==> run_1/metal_stack.png <==
Bar = 20 µm.
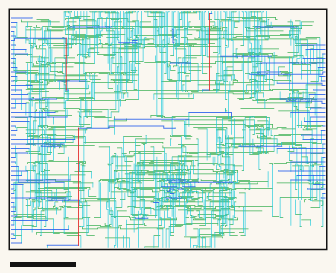
==> run_1/gate_families.png <==
Bar = 20 µm.
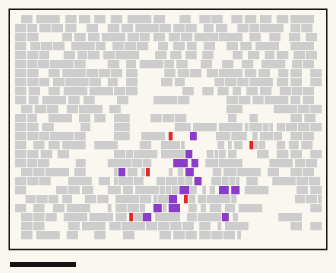
==> run_1/zoom.png <==
Bar = 5 µm. Window x 38 to 58, y 40 to 60 µm. Cells in gray, sequential cells in the stronger gray; small squares are vias.
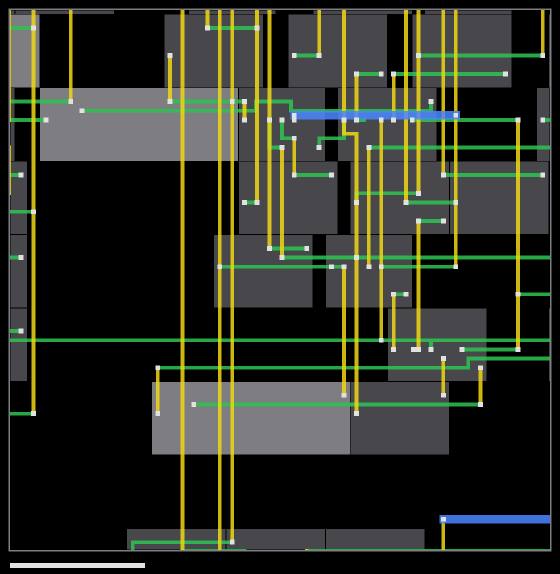
===== src/rtl/rf_write_arbiter_pkg.sv =====
// -----------------------------------------------------------------------------
// rf_write_arbiter_pkg
//   Shared definitions for the register-file write-back arbiter:
//     - register-address and data widths
//     - RegWrite encodings (IDLE / WRITE)
//     - requester index constants (ALU, load, mul/div)
//     - write-counter limit and a saturating increment helper
// -----------------------------------------------------------------------------
package rf_write_arbiter_pkg;

  // Register-file geometry.
  localparam int REG_W  = 5;
  localparam int DATA_W = 32;

  // Register-file write-enable encodings as seen on the RegWrite port.
  typedef enum logic [1:0] {
    RW_IDLE  = 2'b00,
    RW_WRITE = 2'b01
  } regwrite_e;

  // Requester slots on the write-back bus.
  localparam int REQ_ALU    = 0;
  localparam int REQ_LOAD   = 1;
  localparam int REQ_MULDIV = 2;

  // Write counter.
  localparam int          CNT_W   = 16;
  localparam logic [15:0] CNT_MAX = 16'hFFFF;

  // Increment that sticks at the top value instead of wrapping.
  function automatic logic [CNT_W-1:0] sat_inc(input logic [CNT_W-1:0] v);
    return (v == CNT_MAX) ? v : v + 1'b1;
  endfunction

endpackage : rf_write_arbiter_pkg


===== src/rtl/rf_write_arbiter_rr_picker.sv =====
// -----------------------------------------------------------------------------
// rr_picker
//   Combinational round-robin picker. Starting at index ptr and wrapping from
//   NREQ-1 back to 0, the first requester with valid set wins. The result is a
//   one-hot grant vector (all zero when nothing is valid).
//
// Ports
//   valid [NREQ-1:0]  per-requester request
//   ptr   [PW-1:0]    index that has highest priority this cycle (< NREQ)
//   grant [NREQ-1:0]  one-hot winner
// -----------------------------------------------------------------------------
module rr_picker #(
  parameter int NREQ = 3,
  parameter int PW   = (NREQ > 1) ? $clog2(NREQ) : 1
) (
  input  logic [NREQ-1:0] valid,
  input  logic [PW-1:0]   ptr,
  output logic [NREQ-1:0] grant
);

  // Two fixed-order passes replace a modular index: the first pass only
  // considers indices at or above ptr, the second covers the wrapped part
  // below ptr. The first hit in either pass wins.
  always_comb begin
    // NOTE: every combinational output gets a default before any branch so no
    // path leaves it unassigned, which is what keeps a latch from being inferred.
    logic found;
    grant = '0;
    found = 1'b0;
    for (int i = 0; i < NREQ; i++) begin
      if (!found && valid[i] && (PW'(i) >= ptr)) begin
        grant[i] = 1'b1;
        found    = 1'b1;
      end
    end
    for (int i = 0; i < NREQ; i++) begin
      if (!found && valid[i]) begin
        grant[i] = 1'b1;
        found    = 1'b1;
      end
    end
  end

endmodule : rr_picker


===== src/rtl/rf_write_arbiter.sv =====
// -----------------------------------------------------------------------------
// rf_write_arbiter
//   Arbitrates NREQ write-back requesters (0 ALU, 1 load, 2 mul/div) onto the
//   single register-file write port. One requester is accepted per cycle with
//   round-robin fairness; the accepted register/data pair is registered and
//   presented to the register file on the following cycle. RegWrite, WriteReg
//   and WriteData connect directly to the RegisterFile ports of the same name.
//
// Ports
//   clk         clock, all state on the rising edge
//   rst         synchronous active-high reset
//   req_valid   [NREQ-1:0]     per-requester write request
//   req_reg     [NREQ*5-1:0]   destination register, slice i = [5i+4:5i]
//   req_data    [NREQ*32-1:0]  write data, slice i = [32i+31:32i]
//   req_ready   [NREQ-1:0]     one-hot accept; transfer = valid & ready
//   wb_stall    suspend all grants while high
//   RegWrite    [1:0]  2'b01 write, 2'b00 idle
//   WriteReg    [4:0]  register-file write address
//   WriteData   [31:0] register-file write data
//   wr_count    [15:0] saturating count of writes issued
//
// Configuration
//   RF_ARB_ZERO_GUARD_EN  when defined, requests targeting register 0 are
//                         accepted normally but never produce a write and are
//                         not counted.
// -----------------------------------------------------------------------------
module rf_write_arbiter
  import rf_write_arbiter_pkg::*;
#(
  parameter int NREQ = 3
) (
  input  logic                   clk,
  input  logic                   rst,
  input  logic [NREQ-1:0]        req_valid,
  input  logic [NREQ*REG_W-1:0]  req_reg,
  input  logic [NREQ*DATA_W-1:0] req_data,
  output logic [NREQ-1:0]        req_ready,
  input  logic                   wb_stall,
  output logic [1:0]             RegWrite,
  output logic [REG_W-1:0]       WriteReg,
  output logic [DATA_W-1:0]      WriteData,
  output logic [CNT_W-1:0]       wr_count
);

  localparam int PW = (NREQ > 1) ? $clog2(NREQ) : 1;

  // ---------------------------------------------------------------------------
  // Arbitration
  // ---------------------------------------------------------------------------
  logic [PW-1:0]     ptr_q;
  logic [PW-1:0]     ptr_nxt;
  logic [NREQ-1:0]   pick;
  logic [NREQ-1:0]   grant;
  logic              transfer;
  logic [REG_W-1:0]  sel_reg;
  logic [DATA_W-1:0] sel_data;
  logic              do_write;

  rr_picker #(
    .NREQ (NREQ),
    .PW   (PW)
  ) u_picker (
    .valid (req_valid),
    .ptr   (ptr_q),
    .grant (pick)
  );

  // Grants depend only on valid, ptr, stall and reset -- never on the
  // register or data payloads.
  assign grant     = (rst || wb_stall) ? '0 : pick;
  assign req_ready = grant;
  assign transfer  = |grant;

  // Payload mux and next pointer, selected by the one-hot grant.
  always_comb begin
    sel_reg  = '0;
    sel_data = '0;
    ptr_nxt  = ptr_q;
    for (int i = 0; i < NREQ; i++) begin
      if (grant[i]) begin
        sel_reg  = req_reg[i*REG_W +: REG_W];
        sel_data = req_data[i*DATA_W +: DATA_W];
        ptr_nxt  = (i == NREQ - 1) ? '0 : PW'(i + 1);
      end
    end
  end

  // An accepted request turns into a register-file write unless the guard
  // suppresses writes to register 0.
`ifdef RF_ARB_ZERO_GUARD_EN
  assign do_write = transfer && (sel_reg != '0);
`else
  assign do_write = transfer;
`endif

  // ---------------------------------------------------------------------------
  // Registered write port and counter
  // ---------------------------------------------------------------------------
  regwrite_e         regwrite_q;
  logic [REG_W-1:0]  wreg_q;
  logic [DATA_W-1:0] wdata_q;
  logic [CNT_W-1:0]  count_q;

  // NOTE: state registers use non-blocking assignments so every flop samples
  // the pre-edge values, independent of statement order within the block.
  // NOTE: the datapath registers are reset too, because the write address and
  // data must read as zero after reset rather than hold stale contents.
  always_ff @(posedge clk) begin
    if (rst) begin
      ptr_q      <= '0;
      regwrite_q <= RW_IDLE;
      wreg_q     <= '0;
      wdata_q    <= '0;
      count_q    <= '0;
    end else begin
      ptr_q      <= ptr_nxt;
      regwrite_q <= do_write ? RW_WRITE : RW_IDLE;
      if (transfer) begin
        wreg_q  <= sel_reg;
        wdata_q <= sel_data;
      end
      // Counted on the same edge that raises RegWrite, so wr_count already
      // includes a write during the cycle that write is on the port.
      if (do_write) begin
        count_q <= sat_inc(count_q);
      end
    end
  end

  assign RegWrite  = regwrite_q;
  assign WriteReg  = wreg_q;
  assign WriteData = wdata_q;
  assign wr_count  = count_q;

endmodule : rf_write_arbiter


===== config.mk =====
export PLATFORM = sky130hd
export DESIGN_NAME = rf_write_arbiter
export DESIGN_NICKNAME = d
export VERILOG_FILES = /design/src/rtl/rf_write_arbiter_pkg.sv /design/src/rtl/rf_write_arbiter_rr_picker.sv /design/src/rtl/rf_write_arbiter.sv
export SDC_FILE = /design/constraint.sdc
export NUM_CORES = 1
export LEC_CHECK = 0
export CAP_MARGIN = 20
export CORE_ASPECT_RATIO = 0.75
export CORE_MARGIN = 1
export CORE_UTILIZATION = 39
export CTS_BUF_LIST = sky130_fd_sc_hd__clkbuf_4 sky130_fd_sc_hd__clkbuf_8
export CTS_CLUSTER_DIAMETER = 30
export DETAILED_ROUTE_END_ITERATION = 6
export PLACE_DENSITY = 0.95
export SYNTH_ARGS = -nofsm -noshare
export SYNTH_HDL_FRONTEND = slang
export SYNTH_SLANG_ARGS = --single-unit

===== constraint.sdc =====
create_clock -name clk -period 5.2 [get_ports clk]
set_input_delay 0.78 -clock clk [delete_from_list [all_inputs] [get_ports clk]]
set_output_delay 0.78 -clock clk [all_outputs]
set_load 0.05 [all_outputs]

==> deck_impl_summary.md, run 1 <==
Physical Implementation Snapshot

Run status
  – Outcome: complete, no violations

Routing
  – Drc violations: 0
  – Final ANT Viol Nets: 0
  – Mean routed wirelength per cell: approximately 18 µm
  – DRT Pass-1 Iters: 4
  – Vias post-DR: ~2,800
  – Average via count per standard cell: 5.76
  – Aggregate routed wire length: about 8600 µm
  – Starting DRC count in detailed routing: roughly 200

Synth
  – Total standard cell area after synthesis: between 2000 and 3000 µm²
  – EDFF count, synth: 0
  – Seq/Total Area, Yosys: 0.439
  – Yosys stat cell total: roughly 240
  – Leading cell type by number of instances after synthesis: sky130_fd_sc_hd__dfxtp_1
  – Number of nets in the synthesized netlist: approximately 360
  – Mean Syn Cell Area: around 10 µm²
  – Top cell type by total area after synthesis: sky130_fd_sc_hd__dfxtp_1
  – Dominant register cell: sky130_fd_sc_hd__dfxtp_1
  – Fraction of registers with async set or reset after synthesis: 0
  – Flops after synth: 56
  – Synthesized netlist cell count: ~240
  – Top cell area share: 0.439
  – Commonest cells in the netlist: 56 x sky130_fd_sc_hd__dfxtp_1, 37 x sky130_fd_sc_hd__a221o_1, 37 x sky130_fd_sc_hd__a22o_1, 15 x sky130_fd_sc_hd__clkbuf_1, 11 x sky130_fd_sc_hd__nand2_1
  – Ranking of synthesized cells by area: sky130_fd_sc_hd__dfxtp_1 44%, sky130_fd_sc_hd__a221o_1 14%, sky130_fd_sc_hd__a22o_1 13%
  – Yosys Chip Area: ~2600 µm²
  – Yosys warns: 0
  – Count of distinct cell types in the synthesized netlist: approximately 50

Final layout
  – Share of final-layout standard cells stronger than drive strength 1: 0.0541
  – Relative area change from synthesis to final layout: 72.9%
  – Most frequent logic cells in the routed design: 173 x sky130_fd_sc_hd__clkdlybuf4s50_1, 56 x sky130_fd_sc_hd__dfxtp_1, 37 x sky130_fd_sc_hd__a22o_1, 37 x sky130_fd_sc_hd__a221o_1, 11 x sky130_fd_sc_hd__nand2_1
  – Area taken by flip-flops and latches: 1120 µm²
  – Number of fill cells: 484
  – Number of diodes added for antenna fixing: 0
  – Final nets: 524
  – Most numerous logic cell after layout: sky130_fd_sc_hd__clkdlybuf4s50_1
  – Gate Area: approximately 1300 µm²
  – Finished layout cell area: about 4400 µm²

Clock network
  – Post-CTS setup buffer count: 0
  – Post-CTS Resized: 0
  – CTS H-Tree Depth: 2
  – Clk latency late pin: about 0.3 ns
  – Number of sinks on the clock net: between 50 and 60
  – Number of clock buffers inserted by TritonCTS: 5
  – Post-cts hold-fix buffer tally: 0
  – Clock-pin slew on the worst setup and hold paths: around 0.11 ns
  – CTS tree: yes
  – Maximum number of buffers from clock root to sink: 2
  – Clock Tree Root: sky130_fd_sc_hd__clkbuf_8

Final timing
  – Setup repair after global routing missed its margin: false
  – Number of setup violations in the final report: 0
  – Slew of the pin with the lowest slew margin: just over 1 ns
  – Final Cycle Share: 0.736
  – Final period demand of the worst path: about 3.8 ns
  – Maximum clock skew at final layout: 0.0112 ns
  – Final tally of hold violations: 0
  – Final count of pins violating max slew: 0
  – Rel. slew slack: 0.327
  – Setup tns final: 0 ns
  – Peak Freq: approximately 0.26 GHz

Setup path
  – Sort of element at the start of the critical path: primary input
  – Cell-by-cell listing of the critical path: clkdlybuf4s50_1, nor2_1, o2111a_1, clkdlybuf4s50_1
  – WS Path Type: primary input to output pin
  – Reg2Reg Launch Point: wr_count[0]$_SDFFE_PP0P_
  – Bufs and invs on worst path: 2
  – Arrival time of the worst setup path: slightly above 3 ns
  – Setup slack of the most critical reg-to-reg path: between 3 and 4 ns
  – Data required time of the critical path: 4.42 ns
  – Maximum single-stage delay on the critical path: around 0.81 ns
  – Cell count along the critical path: 4
  – CP delay by family, top: buffers and inverters
  – Worst setup path end: req_ready[0]
  – Worst Setup SP: rst
  – Number of cells on the worst reg-to-reg path: 5
  – Top fanout value on the critical path: 17
  – Sort of element at the end of the critical path: output pin
  – Cell with the biggest individual delay on the critical path: sky130_fd_sc_hd__clkdlybuf4s50_1
  – Most common cell on crit path: sky130_fd_sc_hd__clkdlybuf4s50_1
  – Capture point of the worst reg-to-reg path: wr_count[5]$_SDFFE_PP0P_

Placement
  – Port bufs: 173
  – Cell Area, Placed: 4320 µm²
  – Post-DP HPWL: between 6000 and 7000 µm
  – RD Place Congestion: 0.886

Die
  – Std-Cell Core Area: 6320 µm²
  – I/O pin count: around 180
  – # rows: 25
  – Width of the die: between 90 and 100 µm
  – Total die area: just under 7000 µm²
  – Initial Utilization: 0.405
  – Height of the die: roughly 72 µm

Worst hold path
  – Kind of path behind the tightest hold check: flop to flop
  – Launch point of the worst hold path: wr_count[0]$_SDFFE_PP0P_
  – Depth of the worst hold-timing path: 1
  – End point of the most critical hold path: wr_count[0]$_SDFFE_PP0P_

GRT
  – Vias in the first global route: around 2,700
  – Largest net degree at the start of global routing: around 40
  – Global Route Usage Sum: 0.238
  – First-pass GRT wire length: ~13,000 µm
  – Initial antenna violation count: 0
  – GRT Residual Overflow: 0

Pwr
  – Leakage power total: ~1.7 nW
  – Overall power: approximately 0.0010 W
  – Max IR drop VDD: between 100 and 150 µV
  – P per Cell Area: 236 nW/µm²

Run
  – Max_cap viols: 0
  – Number of OpenROAD warnings: 26
Notes on metal_stack.png above:
color	layer	wire length
cyan	met2	4,030 µm
red	met4	74.1 µm
green	met1	3,740 µm
blue	met3	738 µm

Notes on gate_families.png above:
color	family	cells
red	inverters	5
purple	AND and OR gates	15
final standard cell count with taps included and fillers excluded: 488
Comb/total area: 0.300

Notes on zoom.png above:
color	layer
blue	met3
green	met1
yellow	met2
cells with their middle in the window	14
sequential cells in the window	2
netlist names of flops here include	WriteData (2)
most frequent	clkdlybuf4s50_1 (8)

[run 1: power breakdown]
part	internal, W	total (W)	switching [W]
Clock	0.000108	0.000255	0.000147
Sequential	0.000457	0.000474	0.0000172
Combinational	0.000154	0.000312	0.000158
[run 1: layer usage]
metal / vias up / track usage / share of wire
met5: - / 0 / 0
met4: 0 / 0.0498 / 0.0086
met3: 6 / 0.0608 / 0.086
met2: 143 / 0.402 / 0.47
met1: 1334 / 0.309 / 0.44
li1: 1329 / - / -
[run 1: per-stage QoR]
step,worst slack (ns),hold slack (ns),utilization,cells
final,1.37,0.538,0.700,488
after global routing,1.29,0.561,0.700,488
after floorplan,2.45,0.503,-,244
after CTS,1.38,0.532,0.700,488
after global placement,1.45,0.477,0.684,480
after detailed placement,1.39,0.506,0.684,480
[run 1: logic make-up (layout without fill, tap and decap cells)]
| group | count (synthesis) | after routing | share of synthesized area |
|---|---|---|---|
| AND-OR/OR-AND | 105 | 105 | 0.366 |
| adder cells (fa/ha/maj) | 1 | 1 | 0.00489 |
| buffers and inverters | 26 | 189 | 0.0450 |
| flip-flops | 56 | 56 | 0.439 |
| multiplexers | 7 | 7 | 0.0284 |
| other | 1 | 1 | 0.00147 |
| AND/OR/NAND/NOR | 48 | 48 | 0.116 |
[run 1: registers in the layout, indices dropped and copies added (netlist names)]
register   count
wr_count      16
ptr_q          2
WriteData     32
RegWrite       1
WriteReg       5
[run 1: final cells by class]
| class | instances | share of cell area |
|---|---|---|
| tap | 81 | 0.0229 |
| clock inverter | 2 | 0.00340 |
| timing repair buffer | 176 | 0.397 |
| inverter | 5 | 0.00425 |
| clock buffer | 6 | 0.0187 |
| sequential | 56 | 0.254 |
| multi-input combinational | 162 | 0.300 |
==> inputs of run 2 (changes only) <==
Settings changed: CORE_UTILIZATION 39 to 33, PLACE_DENSITY 0.95 to 0.89.
Clock period 5.2 ns to 3.3 ns, I/O delays scaled along.
==> run 2 against run 1 <==
Compared with the run above:
- synthesized cell count did not move
- area after synthesis unchanged
- sequential share of layout area fell by 0.62 points
- combinational power rose by 61%
- critical path type unchanged
- critical endpoint is now req_ready[1]
==> deck_impl_summary.md, run 2 <==
Physical Implementation Snapshot

Pwr
  – Overall power: 0.00174 W (was 0.00104 W)
  – Power share of the sequential group: 0.431 (was 0.455)
  – Net switching share of the total power: 0.290 (was 0.309)
  – Internal Pwr Total: 0.00124 W (was 0.000719 W)
  – Reported net switching power: 0.000505 W (was 0.000322 W)
  – Max IR drop VDD: 200 µV (was 134 µV)
  – Clk network pwr share: 0.282 (was 0.245)
  – Fraction of power consumed by combinational cells: 0.288 (was 0.300)
  – Leakage power total: 1.71 nW (was 1.66 nW)
  – P per Cell Area: 384 nW/µm² (was 236 nW/µm²)

Final timing
  – Peak Freq: a little under 0.4 GHz
  – Final Cycle Share: 0.786
  – Maximum clock skew at final layout: 0.00494 ns (was 0.0112 ns)
  – Setup repair after global routing missed its margin: false (unchanged)
  – Final tally of hold violations: 0 (unchanged)
  – Number of setup violations in the final report: 0 (unchanged)
  – Smallest setup slack after layout: 0.706 ns (was 1.37 ns)
  – Setup tns final: 0 ns (unchanged)
  – Final count of pins violating max slew: 0 (unchanged)
  – Rel. slew slack: 0.535 (was 0.327)
  – Final period demand of the worst path: around 2.6 ns
  – Slew of the pin with the lowest slew margin: 0.690 ns (was 1.01 ns)

Synth
  – Fraction of registers with async set or reset after synthesis: 0 (unchanged)
  – Synthesized netlist cell count: 244 (unchanged)
  – Leading cell type by number of instances after synthesis: sky130_fd_sc_hd__dfxtp_1 (unchanged)
  – Top cell area share: 0.439 (unchanged)
  – Yosys Chip Area: 2560 µm² (unchanged)
  – Dominant register cell: sky130_fd_sc_hd__dfxtp_1 (unchanged)
  – Top cell type by total area after synthesis: sky130_fd_sc_hd__dfxtp_1 (unchanged)
  – Flops after synth: 56 (unchanged)
  – EDFF count, synth: 0 (unchanged)
  – Yosys stat cell total: 244 (unchanged)
  – Mean Syn Cell Area: 10.5 µm² (unchanged)
  – Yosys warns: 0 (unchanged)
  – Ranking of synthesized cells by area: sky130_fd_sc_hd__dfxtp_1 44%, sky130_fd_sc_hd__a221o_1 14%, sky130_fd_sc_hd__a22o_1 13% (unchanged)
  – Seq/Total Area, Yosys: 0.439 (unchanged)
  – Count of distinct cell types in the synthesized netlist: 50 (unchanged)
  – Total standard cell area after synthesis: 2560 µm² (unchanged)
  – Number of nets in the synthesized netlist: 362 (unchanged)
  – Commonest cells in the netlist: 56 x sky130_fd_sc_hd__dfxtp_1, 37 x sky130_fd_sc_hd__a221o_1, 37 x sky130_fd_sc_hd__a22o_1, 15 x sky130_fd_sc_hd__clkbuf_1, 11 x sky130_fd_sc_hd__nand2_1 (unchanged)

Run status
  – Outcome: complete, no violations (unchanged)

Setup path
  – Top fanout value on the critical path: 11 (was 17)
  – Arrival time of the worst setup path: 2.10 ns (was 3.05 ns)
  – Sort of element at the start of the critical path: primary input (unchanged)
  – CP delay by family, top: buffers and inverters (unchanged)
  – Sort of element at the end of the critical path: output pin (unchanged)
  – Maximum single-stage delay on the critical path: 0.62 ns (was 0.81 ns)
  – Bufs and invs on worst path: 2 (unchanged)
  – Cell with the biggest individual delay on the critical path: sky130_fd_sc_hd__o2111a_1 (was sky130_fd_sc_hd__clkdlybuf4s50_1)
  – Cell-by-cell listing of the critical path: clkdlybuf4s50_1, nor2_1, o2111a_1, buf_12 (was clkdlybuf4s50_1, nor2_1, o2111a_1, clkdlybuf4s50_1)
  – Data required time of the critical path: 2.80 ns (was 4.42 ns)
  – WS Path Type: primary input to output pin (unchanged)

Clock network
  – Number of sinks on the clock net: 56 (unchanged)
  – Post-CTS setup buffer count: 0 (unchanged)
  – Post-cts hold-fix buffer tally: 0 (unchanged)
  – Clock Tree Root: sky130_fd_sc_hd__clkbuf_8 (unchanged)
  – Clk latency late pin: 0.30 ns (about the same)
  – Maximum number of buffers from clock root to sink: 2 (unchanged)
  – Post-CTS Resized: 0 (unchanged)
  – Clock-pin slew on the worst setup and hold paths: 0.10 ns (was 0.11 ns)
  – CTS tree: yes (unchanged)
  – CTS H-Tree Depth: 2 (unchanged)
  – Number of clock buffers inserted by TritonCTS: 5 (unchanged)

GRT
  – Met2 routing resource usage after global routing: 0.392 (was 0.402)
  – GRT Residual Overflow: 0 (unchanged)
  – Largest net degree at the start of global routing: 40 (unchanged)
  – Vias in the first global route: 2,974 (was 2,667)
  – Layer with the highest usage: met2 (unchanged)
  – Routing usage on met1: 0.272 (was 0.309)
  – Initial antenna violation count: 0 (unchanged)
  – First-pass GRT wire length: 14,500 µm (was 12,800 µm)
  – Met3 Usage GRT: 0.0648 (was 0.0608)

Final layout
  – Number of diodes added for antenna fixing: 0 (unchanged)
  – Share of final-layout standard cells stronger than drive strength 1: 0.0660 (was 0.0541)
  – Area taken by flip-flops and latches: 1120 µm² (unchanged)
  – Number of fill cells: 635 (was 484)
  – Gate Area: 1330 µm² (unchanged)
  – Most numerous logic cell after layout: sky130_fd_sc_hd__clkdlybuf4s50_1 (unchanged)
  – Relative area change from synthesis to final layout: 77.3% (was 72.9%)
  – Most frequent logic cells in the routed design: 170 x sky130_fd_sc_hd__clkdlybuf4s50_1, 56 x sky130_fd_sc_hd__dfxtp_1, 37 x sky130_fd_sc_hd__a22o_1, 37 x sky130_fd_sc_hd__a221o_1, 11 x sky130_fd_sc_hd__nand2_1 (was 173 x sky130_fd_sc_hd__clkdlybuf4s50_1, 56 x sky130_fd_sc_hd__dfxtp_1, 37 x sky130_fd_sc_hd__a22o_1, 37 x sky130_fd_sc_hd__a221o_1, 11 x sky130_fd_sc_hd__nand2_1)
  – Final standard cell count with taps included and fillers excluded: 510 (was 488)
  – Number of flip-flops under the largest register name: 32 (unchanged)
  – Final nets: 526 (was 524)

Placement
  – RD Place Congestion: 0.832 (was 0.886)
  – Post-DP HPWL: 6880 µm (was 6230 µm)
  – Port bufs: 173 (unchanged)
  – Placed cell count: 502 (was 480)
  – Place WS: 0.708 ns (was 1.39 ns)

Die
  – I/O pin count: 175 (unchanged)
  – Width of the die: 104 µm (was 95.5 µm)
  – # rows: 27 (was 25)
  – Total die area: 8110 µm² (was 6890 µm²)
  – Height of the die: 78.2 µm (was 72.1 µm)
  – Initial Utilization: 0.344 (was 0.405)
  – Std-Cell Core Area: 7430 µm² (was 6320 µm²)

Routing
  – Drc violations: 0 (unchanged)
  – M1 wire length: 4000 µm (was 3740 µm)
  – Average via count per standard cell: 5.59 (was 5.76)
  – DRT Pass-1 Iters: 4 (unchanged)
  – Starting DRC count in detailed routing: 130 (was 206)
  – Sum of met2 wire segment lengths after detailed routing: 4450 µm (was 4030 µm)
  – Uppermost metal layer occupied by signal nets: met4 (unchanged)
  – Final ANT Viol Nets: 0 (unchanged)
  – Met3 WL post-DR: 682 µm (was 737 µm)

Run
  – Number of OpenROAD warnings: 26 (unchanged)
  – Max_cap viols: 0 (unchanged)

Worst hold path
  – Kind of path behind the tightest hold check: flop to flop (unchanged)
-- run 2: kinds of logic after synthesis --
logic type | Yosys count | synth area share
other | 1 | 0.00147
adders and majority gates | 1 | 0.00489
AOI/OAI and AO/OA | 105 | 0.366
buffers and inverters | 26 | 0.0450
and+or+nand+nor | 48 | 0.116
muxes | 7 | 0.0284
DFF | 56 | 0.439
-- run 2: final timing paths --
check,start,to,slack [ns],cells past startpoint
worst min register to register,wr_count[3]$_SDFFE_PP0P_,wr_count[3]$_SDFFE_PP0P_,0.52,1
worst min-delay path,wr_count[3]$_SDFFE_PP0P_,wr_count[3]$_SDFFE_PP0P_,0.52,1
worst max register to register,wr_count[0]$_SDFFE_PP0P_,wr_count[5]$_SDFFE_PP0P_,1.22,5
worst max-delay path,rst,req_ready[1],0.71,4
-- run 2: power by group through the flow --
stage	clock, W	sequential [W]	combinational [W]
3_5_place_dp	0	0.000763	0.000501
5_1_grt	0.000529	0.000755	0.000524
4_1_cts	0.000501	0.000749	0.000503
6_report	0.000490	0.000750	0.000501
3_3_place_gp	0	0.000762	0.000492
2_1_floorplan	0	0.000906	0.0000997
-- run 2: stage by stage --
| stage | util | hold WS, ns | area (µm²) |
|---|---|---|---|
| final | 0.610 | 0.517 | 4530 |
| after global routing | 0.610 | 0.543 | 4530 |
| after CTS | 0.610 | 0.516 | 4530 |
| after detailed placement | 0.593 | 0.493 | 4410 |
| after global placement | 0.593 | 0.478 | 4410 |
| after floorplan | - | 0.503 | 2560 |
-- run 2: layout make-up --
type / instances / area share
timing repair buffer: 178 / 0.400
inverter: 5 / 0.00414
multi-input combinational: 162 / 0.293
sequential: 56 / 0.247
clock inverter: 1 / 0.00663
clock buffer: 7 / 0.0213
tap: 101 / 0.0279
==> run_2/metal_stack.png <==
Bar = 20 µm.
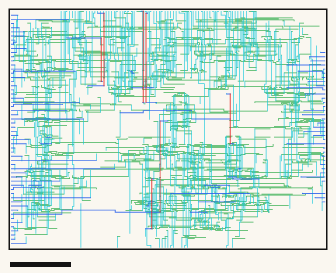
color	layer	wire length
red	met4	160 µm
cyan	met2	4,450 µm
green	met1	4,000 µm
blue	met3	683 µm
aggregate routed wire length: 9280 µm
mean routed wirelength per cell: 18.2 µm
Global Route Usage Sum: 0.226
vias post-DR: 2,850

==> run_2/zoom.png <==
Bar = 5 µm. Window x 42 to 62, y 45 to 65 µm. Cells in gray, sequential cells in the stronger gray; small squares are vias.
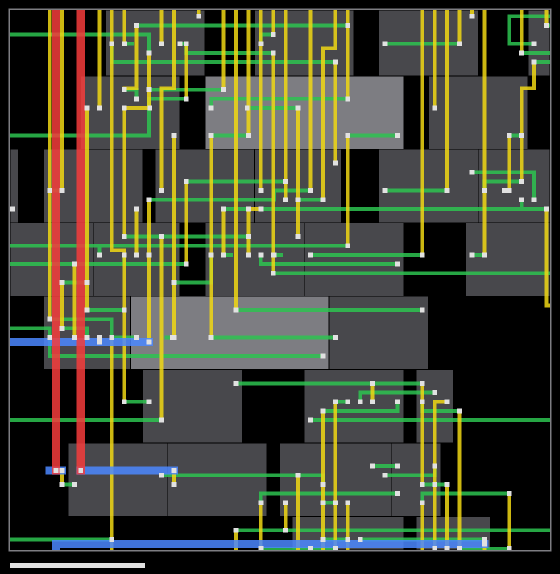
color	layer
red	met4
green	met1
blue	met3
yellow	met2
cells with their middle in the window	26
netlist names of flops here include	WriteData (2)
most frequent	clkdlybuf4s50_1 (13), a221o_1 (4), a22o_1 (3)
sequential cells in the window	2

Power is estimated from default activity; no workload was simulated.
